File: config.mk
export PLATFORM = sky130hd
export DESIGN_NAME = prog_cntr
export DESIGN_NICKNAME = d
export VERILOG_FILES = /design/src/rtl/prog_cntr.sv
export SDC_FILE = /design/constraint.sdc
export NUM_CORES = 1
export LEC_CHECK = 0
export ABC_AREA = 1
export CELL_PAD_IN_SITES_DETAIL_PLACEMENT = 0
export CELL_PAD_IN_SITES_GLOBAL_PLACEMENT = 1
export CORE_UTILIZATION = 32
export CTS_CLUSTER_SIZE = 16
export DETAILED_ROUTE_END_ITERATION = 16
export PLACE_DENSITY_LB_ADDON = 0.1
export SYNTH_ARGS = -nofsm -noshare
export SYNTH_HDL_FRONTEND = slang
export SYNTH_SLANG_ARGS = --single-unit
File: constraint.sdc
create_clock -name clk -period 2.3 [get_ports clk]
set_input_delay 0.69 -clock clk [delete_from_list [all_inputs] [get_ports clk]]
set_output_delay 0.69 -clock clk [all_outputs]
set_load 0.02 [all_outputs]
File: src/rtl/prog_cntr.sv
// prog_cntr: programmable up/down counter with wrap, saturate and one-shot boundary modes
//
// Optional build macro: PROG_CNTR_OVF_STICKY_EN enables the sticky overflow flag;
// without it ovf_sticky is tied low and the port list is unchanged.
//
// Ports:
//   clk        rising-edge clock
//   hard_rst_n asynchronous active-low reset (async assert, sync release)
//   soft_rst   synchronous clear to RST_VAL (highest priority)
//   load       synchronous load of load_val (beats incr)
//   load_val   value loaded on load, not clipped to term_val
//   incr       step enable for this cycle
//   dir        1 = count up, 0 = count down
//   mode       00 wrap, 01 saturate, 10 one-shot, 11 wrap
//   term_val   up-count boundary (down-count boundary is 0)
//   cnt_out    registered count
//   at_bound   combinational: cnt_out is at the active boundary
//   wrap_pulse registered one-cycle pulse after a wrap
//   done       one-shot finished
//   busy       one-shot running
//   ovf_sticky sticky wrap / blocked-saturate flag
module prog_cntr #(
   parameter int               WIDTH   = 4,
   parameter logic [WIDTH-1:0] RST_VAL = '0
) (
   input  logic             clk,
   input  logic             hard_rst_n,
   input  logic             soft_rst,
   input  logic             load,
   input  logic [WIDTH-1:0] load_val,
   input  logic             incr,
   input  logic             dir,
   input  logic [1:0]       mode,
   input  logic [WIDTH-1:0] term_val,
   output logic [WIDTH-1:0] cnt_out,
   output logic             at_bound,
   output logic             wrap_pulse,
   output logic             done,
   output logic             busy,
   output logic             ovf_sticky
);
   typedef enum logic [1:0] {IDLE, RUN, DONE} state_t;

   state_t           r_state, w_state_nxt;
   logic [WIDTH-1:0] r_cnt, w_cnt_nxt, w_step;
   logic             r_wrap, w_wrap_nxt, w_step_bound;

   assign at_bound     = dir ? (r_cnt >= term_val) : (r_cnt == '0);
   assign w_step       = dir ? r_cnt + 1'b1 : r_cnt - 1'b1;
   // one-shot finishes on the edge whose new value lands on the boundary
   assign w_step_bound = dir ? (w_step >= term_val) : (w_step == '0);

   always_comb begin
      w_cnt_nxt   = r_cnt;
      // leaving one-shot mode always returns the FSM to IDLE
      w_state_nxt = (mode == 2'b10) ? r_state : IDLE;
      w_wrap_nxt  = 1'b0;
      if (soft_rst) begin
         w_cnt_nxt   = RST_VAL;
         w_state_nxt = IDLE;
      end else if (load) begin
         w_cnt_nxt   = load_val;
         w_state_nxt = IDLE;
      end else if (incr) begin
         case (mode)
            2'b01: w_cnt_nxt = at_bound ? r_cnt : w_step;
            2'b10: begin
               // a RUN count pushed onto the boundary by a dir/term_val change finishes without stepping
               if (r_state != DONE) begin
                  w_cnt_nxt   = at_bound ? r_cnt : w_step;
                  w_state_nxt = (at_bound || w_step_bound) ? DONE : RUN;
               end
            end
            default: begin
               w_cnt_nxt  = at_bound ? (dir ? '0 : term_val) : w_step;
               w_wrap_nxt = at_bound;
            end
         endcase
      end
   end

   always_ff @(posedge clk or negedge hard_rst_n) begin
      if (!hard_rst_n) begin
         r_cnt   <= RST_VAL;
         r_state <= IDLE;
         r_wrap  <= 1'b0;
      end else begin
         r_cnt   <= w_cnt_nxt;
         r_state <= w_state_nxt;
         r_wrap  <= w_wrap_nxt;
      end
   end

   assign cnt_out    = r_cnt;
   assign wrap_pulse = r_wrap;
   assign busy       = (r_state == RUN);
   assign done       = (r_state == DONE);

`ifdef PROG_CNTR_OVF_STICKY_EN
   logic r_ovf, w_ovf_set;
   // any accepted incr at the boundary outside one-shot is either a wrap or a blocked saturate
   assign w_ovf_set = incr && !soft_rst && !load && at_bound && (mode != 2'b10);

   always_ff @(posedge clk or negedge hard_rst_n) begin
      if (!hard_rst_n) r_ovf <= 1'b0;
      else             r_ovf <= (soft_rst || load) ? 1'b0 : (r_ovf || w_ovf_set);
   end

   assign ovf_sticky = r_ovf;
`else
   assign ovf_sticky = 1'b0;
`endif
endmodule

Fig. 1: routed clock nets over the placement
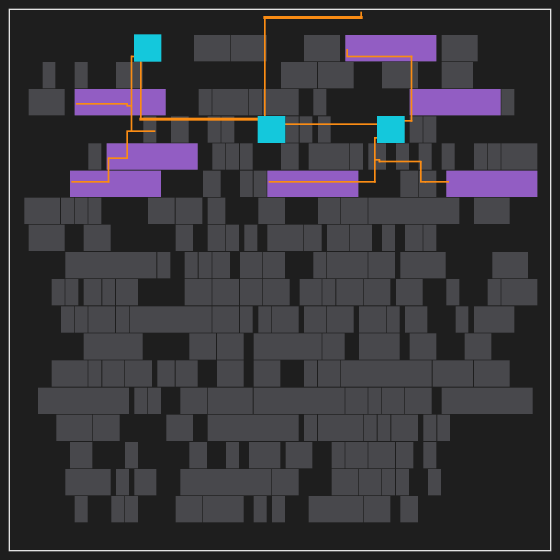
legend:
  purple:
    item: flip-flops
    count: 7
  cyan:
    item: clock-net drivers
    count: 3
  orange:
    item: clock wires
    length: 125 microns
routed clock nets: 4
clock group total power: 0.115 mW
Worst-Skew Late Latency: 0.26 ns
Setup Skew: 0.005483 ns
clock network fraction of total power: 14.6%

Fig. 2: track usage over the die
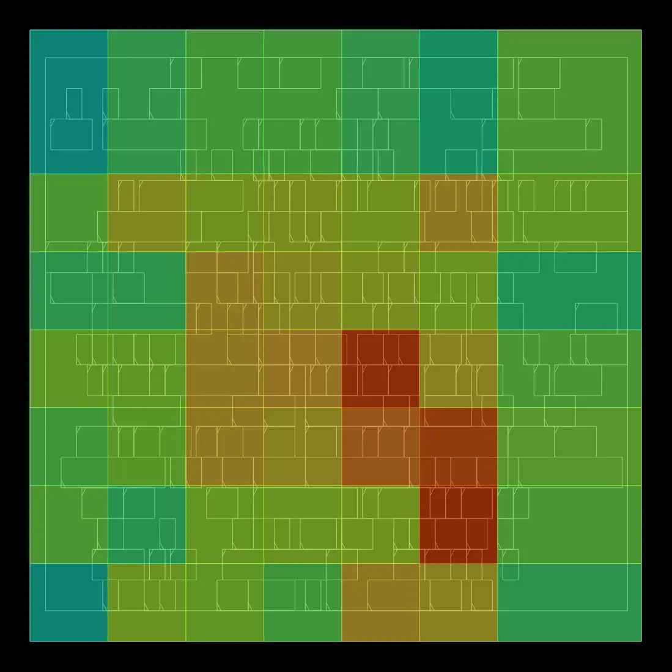
layer with the highest usage: met2
met1 usage: 28.74%
routing usage on met2: 38.21%

Fig. 3: sequential cells grouped by signal name
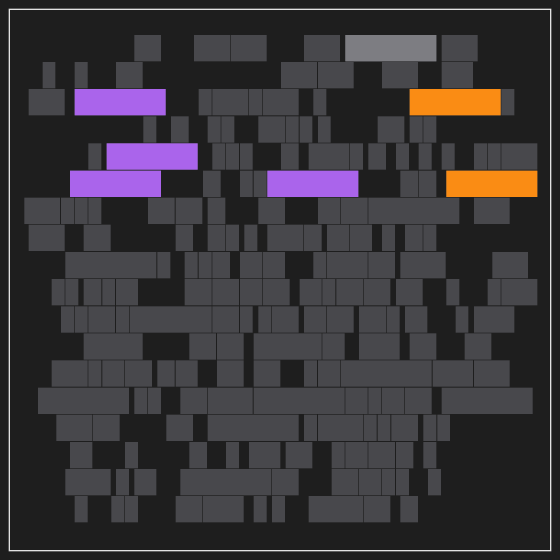
legend:
  purple:
    signal: `cnt_out`
    sequential_cells: 4
  orange:
    signal: `r_state`
    sequential_cells: 2
not colored: 1
sequential group power: 0.144 mW
final core utilization: 63.34%

Fig. 4: M1 wires
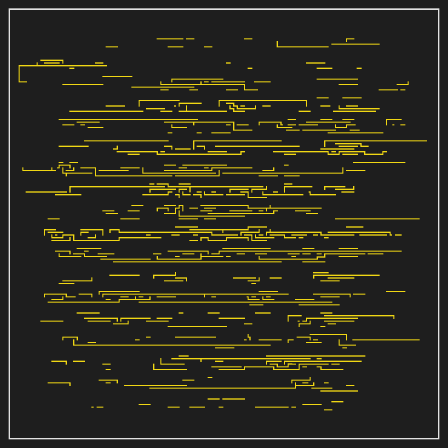
share of all routed wire: 45%
longest straight run: 24.8 microns
nets with wire on the layer: 208
wire length on this layer: 1290 microns
main direction: horizontal

Fig. 5: I/O nets highlighted
Bar = 20 microns.
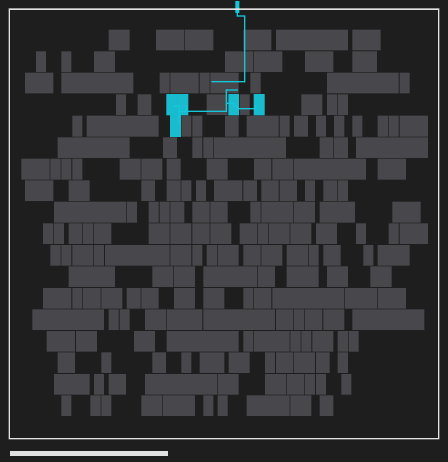
legend:
  cyan:
    port: `soft_rst`
    bits: 1
    direction: input
    edge: north
    end_cells: 5
    buffers: 1
    wire: 32.3 microns
IO buf count: 23
I/O pin total: 25

==> run notes <==
flow finished, numbers: status finished clean, Placed Cells 208, Rows 18, Power Total 0.7858 mW, dpl cell area 1265 sq um, Top Layout Cells 36 x buf_4, 26 x nand2_1, 20 x inv_1, # DRC 0, cycle use final 99.84%, Sum Neg Setup Slack 0 ns, MUX area fraction 0%, largest net degree at the start of global routing 9, routed len/inst 12.35 microns, crit path DAT 1.61 ns, setup ws final 0.003628 ns, most used logic cell in the final layout buf_4, Worst R2R End r_state[1], Largest logic family simple AND/OR/NAND/NOR gates, R2R Setup Slk 0.13 ns, adder share 19.57%, sequential cell area 175.2 sq um, via count 1050, design area 1598 sq um, cts hold-fix bufs 0, internal power 0.4735 mW, and+or+nand+nor area frac 43.02%, Gate Area 743.2 sq um, global-route wire length before repair 4.554 mm, CTS Root Cell clkbuf_4, final setup vio count 0, Top cell area share 20.14%, switching power 0.3123 mW, Peak VDD IR 336.1 uV, DIE AREA 2930 sq um, # H-tree levels 1, fraction of layout cells with a size suffix above 1 43.00%, Sequential Power Share 18.3%, synthesized area 869.6 sq um, CTS Buf Count 3, CTS tree built, Reg-to-Reg Start cnt_out[1], Syn Area/Cell 6.301 sq um, ANT cells 0, core box area 2522 sq um, Max Cap Viol 0, RSZ-0062 raised after global routing yes, Fill cells 232, CP endpoint at_bound, vias in the first global route 1009, crit path max fanout 2, Synthesized Nets 167, Post-Route WL 2.840 mm, Power per Cell Area 491.8 nW/um^2, Die Y 54.13 microns, core utilization at floorplan 34.47%, worst hold start r_state[1], Log Warnings 29, YS warnings 0, post-synth cell types 19, Synth-to-Final Area Change 83.74%, ys cells 138, Crit. Startpoint term_val[0], Iter 0 DRT Violations 30, Worst-path clk slew 0.06 ns, Post-synth regs 7, Antenna Nets Post-Route 0, combinational power share 67.0%, nets@finish 230, non-filler instance count after layout 230, reg2reg path depth 13, gp weighted congestion 0.7886, Setup crit start kind input port, pre-CTS WS -0.8353 ns, Setup CP Type in -> out, drt via density 4.565, Tmin final 2.296 ns, leading area contributor after synthesis dfrtp_1, Crit. End Element output pin, LEAKAGE 0.8276 nW, f_max 435.5 MHz, Final Slew Violations 0, Top cells by area dfrtp_1 20%, ha_1 17%, nand2_1 16%, GRT Overall Usage 22.08%, Pre-Repair DR Iteration Count 4, Hold Crit Class reg -> reg
[critical path: stages]
cell and delay, ns:
buf_8 0.10, ha_4 0.26, inv_2 0.03, nand2_2 0.07, nand2_2 0.06, nand2_2 0.07
nand2_2 0.05, nand2_2 0.06, nand2_2 0.06, inv_2 0.05, buf_6 0.10
[how the worst min path moves through the flow]
stage / endpoint / slack, ns / cells past startpoint
after global placement: r_state[0] / 0.54 / 2
after detailed placement: r_state[1] / 0.55 / 2
after global routing: r_state[1] / 0.59 / 2
after floorplan: cnt_out[0] / 0.39 / 0
after CTS: r_state[1] / 0.56 / 2
final: r_state[1] / 0.56 / 2
[cell usage after synthesis (all sizes together)]
cell	count
nor2	17
conb	1
nand3b	1
nor3b	1
nand4	6
a21oi	4
nand2	41
fa	1
inv	29
o21ai	2
nor3	1
dfrtp	7
ha	12
buf	1
nand3	14
[per-layer routing]
metal  global-route usage, %  up-vias  routed length, microns
met5                       0        -                       0
met4                   1.282        0                      20
met3                   5.085        2                      81
met2                   38.21       20                    1447
met1                   28.74      471                    1290
li1                        -      557                       -
[sequential cells by signal, summed over array words and instances (netlist names)]
register	count
r_state	2
cnt_out	4
wrap_pulse	1
[power by group through the flow]
stage               Clock [mW]  Combinational [mW]  Sequential (mW)
detailed placement           0               0.368            0.143
global placement             0               0.366            0.144
CTS                      0.121               0.457            0.144
finish                   0.115               0.527            0.144
global route             0.135               0.580            0.145
floorplan                    0               0.186            0.159
[layout make-up]
class                   count  share of cell area (%)
multi-input cells         101                   46.52
repair buffers             59                   31.25
flip-flops and latches      7                   10.96
inverters                  29                   7.283
well taps                  30                   2.349
clock buffers               4                   1.644
[repair_timing]
item,in CTS,in global routing
setup buffers,14,5
pin swaps,20,19
gates resized,39,27
setup endpoints to repair,3,3
Power figures rest on the tool's default switching activity, not on a simulated workload.
